Figure 1. Placement view (run 1).
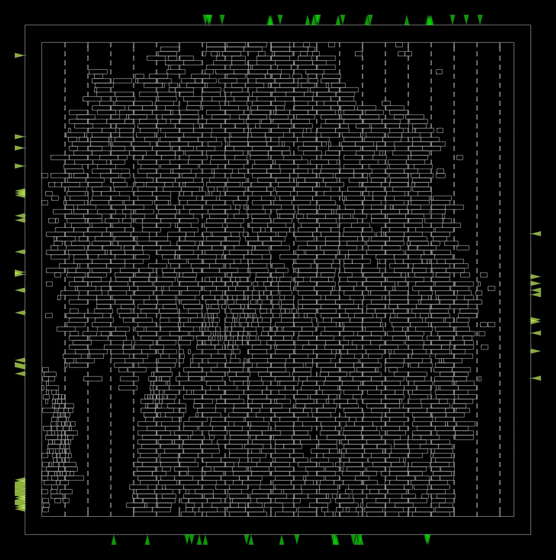
Figure 2. Signal wires on met4 (run 1).
Scale bar: 100 um. Supply wires on this layer in gray.
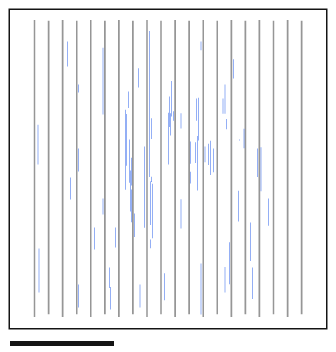
Figure 3. Sequential cells colored by netlist name (run 1).
Other sequential cells in the stronger gray, the rest of the logic in the fainter gray.
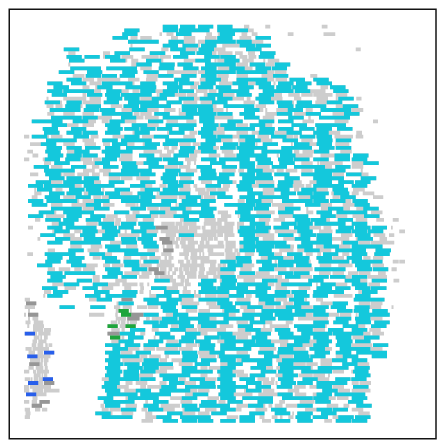
[config.mk]
export PLATFORM = sky130hd
export DESIGN_NAME = sync_fifo_flagged
export DESIGN_NICKNAME = d
export VERILOG_FILES = /design/src/rtl/sync_fifo_flagged.sv
export SDC_FILE = /design/constraint.sdc
export NUM_CORES = 1
export LEC_CHECK = 0
export CORE_AREA = 10 10 295 297
export CTS_BUF_LIST = sky130_fd_sc_hd__clkbuf_8
export DETAILED_ROUTE_END_ITERATION = 7
export DIE_AREA = 0 0 305 307
export PLACE_DENSITY = 0.7
export RECOVER_POWER = 25
export SLEW_MARGIN = 20
export SYNTH_ARGS = -nofsm -noshare
export SYNTH_HDL_FRONTEND = slang
export SYNTH_SLANG_ARGS = --single-unit
export TNS_END_PERCENT = 20
[constraint.sdc]
create_clock -name clk_i -period 3.23 [get_ports clk_i]
set_input_delay 0.323 -clock clk_i [delete_from_list [all_inputs] [get_ports clk_i]]
set_output_delay 0.323 -clock clk_i [all_outputs]
set_load 0.01 [all_outputs]
[src/rtl/sync_fifo_flagged.sv]
// rtl/sync_fifo_flagged.sv - parametrised synchronous FIFO with occupancy, threshold and sticky error flags
//
// Circular-buffer FIFO in a single clock domain. It decouples a producer stage from a consumer stage.
// Ports:
//   clk_i          clock; all state updates on the rising edge
//   rst_n_i        synchronous active-low reset; overrides every other input
//   flush_i        synchronous clear of pointers, count and flags; memory contents are kept
//   clear_err_i    clears the sticky overflow_o / underflow_o flags
//   write_i        write request; wr_data_i is the word to store
//   read_i         read request
//   rd_data_o      FWFT=1: head word (combinational); FWFT=0: word registered on the last accepted read
//   rd_valid_o     FWFT=1: !empty_o; FWFT=0: rd_data_o was updated by the previous edge
//   full_o         count_o == FIFO_DEPTH
//   empty_o        count_o == 0
//   almost_full_o  count_o >= AF_THRESH
//   almost_empty_o count_o <= AE_THRESH
//   count_o        number of words stored
//   overflow_o     sticky: a write was dropped
//   underflow_o    sticky: a read was dropped
module sync_fifo_flagged #(
  parameter int DATA_WIDTH = 32,
  parameter int FIFO_DEPTH = 32,
  parameter int FWFT       = 1,
  parameter int AF_THRESH  = FIFO_DEPTH - 2,
  parameter int AE_THRESH  = 2,
  localparam int CW        = $clog2(FIFO_DEPTH + 1)
) (
  input  logic                  clk_i,
  input  logic                  rst_n_i,
  input  logic                  flush_i,
  input  logic                  clear_err_i,
  input  logic                  write_i,
  input  logic [DATA_WIDTH-1:0] wr_data_i,
  input  logic                  read_i,
  output logic [DATA_WIDTH-1:0] rd_data_o,
  output logic                  rd_valid_o,
  output logic                  full_o,
  output logic                  empty_o,
  output logic                  almost_full_o,
  output logic                  almost_empty_o,
  output logic [CW-1:0]         count_o,
  output logic                  overflow_o,
  output logic                  underflow_o
);

  localparam int PW = (FIFO_DEPTH > 1) ? $clog2(FIFO_DEPTH) : 1;

  logic [DATA_WIDTH-1:0] mem [FIFO_DEPTH];
  logic [PW-1:0]         wr_ptr;
  logic [PW-1:0]         rd_ptr;
  logic                  rd_en;
  logic                  wr_en;
  logic                  mem_we;
  logic [CW-1:0]         count_next;

  // A full FIFO can still take a write when a read frees the slot in the same cycle.
  assign rd_en  = read_i & ~empty_o;
  assign wr_en  = write_i & (~full_o | rd_en);
  // Flush and reset both swallow the write, so the array must not be touched either.
  assign mem_we = wr_en & rst_n_i & ~flush_i;

  function automatic logic [PW-1:0] ptr_inc(input logic [PW-1:0] p);
    // Explicit wrap so non-power-of-two depths work.
    return (p == PW'(FIFO_DEPTH - 1)) ? '0 : p + PW'(1);
  endfunction

  always_comb begin
    count_next = count_o;
    if (flush_i) begin
      count_next = '0;
    end else if (wr_en && !rd_en) begin
      count_next = count_o + CW'(1);
    end else if (rd_en && !wr_en) begin
      count_next = count_o - CW'(1);
    end
  end

  always_ff @(posedge clk_i) begin
    if (mem_we) begin
      mem[wr_ptr] <= wr_data_i;
    end
  end

  always_ff @(posedge clk_i) begin
    if (!rst_n_i) begin
      wr_ptr         <= '0;
      rd_ptr         <= '0;
      count_o        <= '0;
      full_o         <= 1'b0;
      empty_o        <= 1'b1;
      almost_full_o  <= 1'b0;
      almost_empty_o <= 1'b1;
      overflow_o     <= 1'b0;
      underflow_o    <= 1'b0;
    end else if (flush_i) begin
      wr_ptr         <= '0;
      rd_ptr         <= '0;
      count_o        <= '0;
      full_o         <= 1'b0;
      empty_o        <= 1'b1;
      almost_full_o  <= 1'b0;
      almost_empty_o <= 1'b1;
      overflow_o     <= 1'b0;
      underflow_o    <= 1'b0;
    end else begin
      if (wr_en) wr_ptr <= ptr_inc(wr_ptr);
      if (rd_en) rd_ptr <= ptr_inc(rd_ptr);
      count_o        <= count_next;
      // Status flags come from the next count so they line up with count_o.
      full_o         <= (count_next == CW'(FIFO_DEPTH));
      empty_o        <= (count_next == '0);
      almost_full_o  <= (count_next >= CW'(AF_THRESH));
      almost_empty_o <= (count_next <= CW'(AE_THRESH));
      // A new error in the same cycle as clear_err_i wins, so no event is lost.
      if (write_i && !wr_en) begin
        overflow_o <= 1'b1;
      end else if (clear_err_i) begin
        overflow_o <= 1'b0;
      end
      if (read_i && !rd_en) begin
        underflow_o <= 1'b1;
      end else if (clear_err_i) begin
        underflow_o <= 1'b0;
      end
    end
  end

  generate
    if (FWFT != 0) begin : g_fwft
      // Head word is always presented; the write in a pass-through cycle lands after this read.
      assign rd_data_o  = mem[rd_ptr];
      assign rd_valid_o = ~empty_o;
    end else begin : g_reg
      logic [DATA_WIDTH-1:0] rd_data_q;
      logic                  rd_valid_q;

      always_ff @(posedge clk_i) begin
        if (!rst_n_i) begin
          rd_data_q  <= '0;
          rd_valid_q <= 1'b0;
        end else if (flush_i) begin
          rd_valid_q <= 1'b0;
        end else begin
          rd_valid_q <= rd_en;
          if (rd_en) rd_data_q <= mem[rd_ptr];
        end
      end

      assign rd_data_o  = rd_data_q;
      assign rd_valid_o = rd_valid_q;
    end
  endgenerate

endmodule

==> datasheet_impl.txt, run 1 <==
Table: implementation figures

Parameter                              Value

Clock network
  PostCTS Resize Cnt .................. 235
  Root cell of the clock tree .................. clkbuf_8
  Clock buffer count from CTS .................. 161

Final timing
  Setup violations, final .................. 32
  Max Freq .................. 0.281 GHz
  Final setup slack of the worst path .................. -330 ps
  Final hold violation count .................. 0
  Pins Over Slew Limit .................. 0
  Final total negative setup slack .................. -7940 ps

Finish
  Non-clock buffer contribution to total cell area .................. 0.0708
  Most common logic cell in the routed design .................. edfxtp_1
  Filler Cell Count .................. 5473
  Layout sequential cell count .................. 1051
  Top Layout Cells .................. edfxtp_1 (1024), mux4_2 (320), clkbuf_8 (168)
  Clock distribution area overhead in the final layout .................. 0.0621

Power and ir drop
  Switching part of the total .................. 0.209
  Peak supply drop .................. 0.000357 V
  Proportion of power drawn by combinational gates .................. 0.024

Logic synthesis
  Combined area of all synthesized cells .................. 40200 um2
  Number of cells produced by synthesis .................. 1655
  Post-Syn Nets .................. 1702
  Main area contributors after synthesis .................. edfxtp_1 (77%), mux4_2 (18%), dfxtp_1 (1.3%), mux2_2 (0.92%), nor2_1 (0.49%)
  Most frequent cell after synthesis .................. edfxtp_1
  Area fraction of the dominant cell type after synthesis .................. 0.765
  Registers, synthesis .................. 1051

Hold path
  Min-Delay Startpoint .................. clear_err_i

Placed design
  Global placer's final weighted congestion .................. 0.797
  Detailed placer's ending HPWL .................. 51600 um

Global route
  Antenna violations before repair .................. 4
  Total Routing Usage GR .................. 0.204
  First-pass GRT wire length .................. 139000 um
  Largest net degree at the start of global routing .................. 39
  Grt total ovfl .................. 0

Routing
  Initial DRT Pass Iterations .................. 7

Floorplan
  Ports .................. 83
  Number of tap cells inserted .................. 1070
  Die footprint .................. 93600 um2

Status
  Run status .................. complete, but fails checks
  Violated checks .................. negative setup slack

Flow run
  Max Cap Violations .................. 0
## Picture notes: Figure 1
Core Util, Final: 0.589
std cell rows: 105

## Picture notes: Figure 2
The layer carries 1900 um of wire. The longest straight run is 141 um. 45 nets have wire on it. The layer holds 2.0% of the routed length. The wires run mostly vertical.
total length of routed wires: 94500 um
via count: 19340

## Picture notes: Figure 3
Key: `rd_ptr` = green [flops 5, where bottom left]; `mem` = cyan [flops 1024]; `count_o` = blue [flops 6, where bottom left]
Another 16 sequential cells are not colored.
sequential share of cell area: 0.654
sequential standard cell area: 31300 um2
reported sequential group power: 0.0150 W

## run 1: worst max-delay path, cell delays in order (launching register included)
cell,delay [ps]
dfxtp_4,390
buf_12,110
buf_12,150
buf_12,130
buf_16,120
buf_8,110
mux4_2,490
mux4_2,520
mux2_4,300
buf_6,120
## run 1: sequential cells by signal, summed over array words and instances, names as in the netlist, named ones only
| signal | count |
|---|---|
| underflow_o | 1 |
| almost_full_o | 1 |
| empty_o | 1 |
| rd_ptr | 5 |
| wr_ptr | 5 |
| overflow_o | 1 |
| mem | 1024 |
| full_o | 1 |
| count_o | 6 |
| almost_empty_o | 1 |
## run 1: how the worst max path moves through the flow
stage | slack, ps | depth (start not counted) | endpoint
after global placement | 180 | 6 | rd_data_o[30]
after detailed placement | 170 | 6 | rd_data_o[29]
final | -330 | 9 | rd_data_o[31]
after global routing | -430 | 9 | rd_data_o[31]
after CTS | -490 | 10 | rd_data_o[31]
after floorplan | 60 | 6 | mem[29][0]
## run 1: power groups by stage
stage          logic [W]  registers (W)  clock network [W]
6_report        0.000621         0.0150             0.0102
4_1_cts         0.000639         0.0150             0.0104
2_1_floorplan   0.000217         0.0153                  0
3_5_place_dp    0.000560         0.0153                  0
5_1_grt         0.000674         0.0150             0.0110
3_3_place_gp    0.000532         0.0153                  0
## run 1: logic make-up (layout without fill, tap and decap cells)
group	count (synthesis)	count (layout)	share of synthesized area
flip-flops	1051	1051	0.779
buffers and inverters	94	552	0.0104
AND/OR/NAND/NOR	106	106	0.0128
multiplexers	356	356	0.189
adder cells (fa/ha/maj)	9	9	0.00280
AND-OR/OR-AND	37	37	0.00570
other	0	3	0
XOR/XNOR	2	2	0.000436
## run 1: routing by layer
metal  global-route usage  routed length [um]
met5                    0                  13
met4               0.0615                1890
met3               0.0454                7360
met2                0.332               48100
met1                0.274               37100
==> inputs of run 2 (changes only) <==
Settings changed: CORE_AREA 10 10 295 297 to 4 4 289 291, DIE_AREA 0 0 305 307 to 0 0 293 295, PLACE_DENSITY 0.7 to not set, PLACE_DENSITY_LB_ADDON set to 0.2.
==> run 2 against run 1 <==
The run still ends with negative setup slack left. Count of clock-buffer cells in the layout grew 3. Critical path depth is 1 higher. Cell area increased by 0.17%. Setup slack worse by 59 ps. Clock skew is 20 ps lower. Non-clock buffer count down 12. Critical endpoint is now rd_data_o[25]. Largest cell class unchanged.
==> datasheet_impl.txt, run 2 <==
Table: implementation figures

Parameter                              Value

Power and ir drop
  Top power group .................. registers (unchanged)
  Switching part of the total .................. 0.212 (was 0.209)
  Power of the clock network .................. 0.0105 W (was 0.0102 W)
  Proportion of power drawn by combinational gates .................. 0.024 (about the same)
  Reported sequential group power .................. 0.0150 W (about the same)

Setup path
  Largest delay share family, worst path .................. multiplexers (unchanged)
  Bufs and invs on worst path .................. 7 (was 6)
  Library cell contributing the largest single delay on the critical path .................. mux4_2 (unchanged)
  Cell with the most instances on the worst path .................. buf_12 (unchanged)
  Peak per-stage delay on the critical path .................. 510 ps (was 520 ps)
  Critical Path Stages .................. 10 (was 9)

Finish
  Flip-flop count of the largest register after layout .................. 1024 (unchanged)
  Clock distribution area overhead in the final layout .................. 0.0636 (was 0.0621)
  Non-clock buffer contribution to total cell area .................. 0.0713 (was 0.0708)
  Sequential standard cell area .................. 31300 um2 (unchanged)
  Biggest regs .................. mem: 1024 flops, count_o: 6 flops (unchanged)
  Layout sequential cell count .................. 1051 (unchanged)
  Largest Register .................. mem (unchanged)

Final timing
  Max Freq .................. 0.276 GHz (was 0.281 GHz)
  Setup violations, final .................. 32 (unchanged)
  Final hold violation count .................. 0 (unchanged)
  Pins Over Slew Limit .................. 0 (unchanged)
  Final setup slack of the worst path .................. -389 ps (was -330 ps)

Status
  Run status .................. complete, but fails checks (unchanged)
  Violated checks .................. negative setup slack (unchanged)

Global route
  Total Routing Usage GR .................. 0.229 (was 0.204)
  Grt total ovfl .................. 0 (unchanged)
  Largest net degree at the start of global routing .................. 58 (was 39)

Logic synthesis
  Main area contributors after synthesis .................. edfxtp_1 (77%), mux4_2 (18%), dfxtp_1 (1.3%), mux2_2 (0.92%), nor2_1 (0.49%) (unchanged)
  Most frequent cell after synthesis .................. edfxtp_1 (unchanged)

Placed design
  Global placer's final weighted congestion .................. 0.783 (was 0.797)
  Detailed placer's ending HPWL .................. 50900 um (was 51600 um)

Routing
  Initial DRT Pass Iterations .................. 7 (unchanged)

Flow run
  Max Cap Violations .................. 0 (unchanged)

Floorplan
  Number of tap cells inserted .................. 1060 (was 1070)
  Die footprint .................. 86400 um2 (was 93600 um2)
  Std cell rows .................. 104 (was 105)
  Ports .................. 83 (unchanged)

Clock network
  Clock buffer count from CTS .................. 169 (was 161)
  Root cell of the clock tree .................. clkbuf_8 (unchanged)
## run 2: worst paths after layout
check,start,endpoint,slack [ps]
worst max-delay path,flip-flop,rd_data_o[25],-390
worst min-delay path,clear_err_i,overflow_o,160
worst max register to register,count_o[0],empty_o,950
worst min register to register,overflow_o,overflow_o,490
## run 2: per-stage QoR
step           power, W  TNS, ps  hold WS (ps)  instances  instance area, um2
2_1_floorplan    0.0155        0           422       1655               40200
3_3_place_gp     0.0158        0           466       2823               43800
3_5_place_dp     0.0158        0           479       2823               43800
4_1_cts          0.0263   -12020          81.0       3154               47900
5_1_grt          0.0270   -12990           148       3162               48000
6_report         0.0261    -9570           162       3163               48000
## run 2: worst reg2reg max path: stages, from the launching register on
cell and delay, ps:
dfxtp_1 500, inv_1 180, ha_1 370, or4_1 500, o311ai_0 120, o311ai_1 230, o41ai_1 270
## run 2: cells by family after synthesis
group / synth area share
AOI/OAI and AO/OA: 0.00570
xor gates and xnor gates: 0.000436
adders and majority gates: 0.00280
buffers and inverters: 0.0104
DFF: 0.779
muxes: 0.189
and+or+nand+nor: 0.0128
## run 2: per-layer routing
layer | share of wire | global-route usage | wire length [um] | vias to the layer above
li1 | - | - | - | 7854
met1 | 0.40 | 0.317 | 38400 | 10344
met2 | 0.50 | 0.371 | 48500 | 849
met3 | 0.075 | 0.0454 | 7260 | 160
met4 | 0.028 | 0.0786 | 2690 | 0
met5 | 0 | 0 | 0 | -
## run 2: timing repair
item                                    4_1_cts  5_1_grt
setup buffers                                29        7
cloned                                       16        0
endpoints found under the setup margin       32       32
resized                                     236       13
hold buffers                                  0        2
endpoints found under the hold margin         0       24
Figure 4. Signal wires on met4 (run 2).
Scale bar: 100 um. Supply wires on this layer in gray.
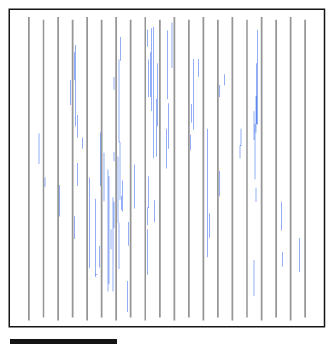
40 nets have wire on it. The wires run mostly vertical.
via count: 19207
total length of routed wires: 96800 um

Figure 5. Sequential cells colored by netlist name (run 2).
Other sequential cells in the stronger gray, the rest of the logic in the fainter gray.
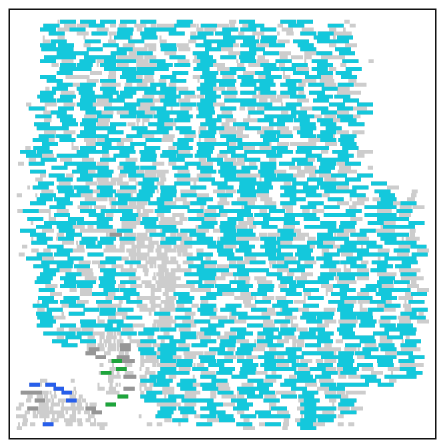
Core Util, Final: 0.596
sequential share of cell area: 0.653

No activity file was given, so power comes from the tool's default toggle rates.
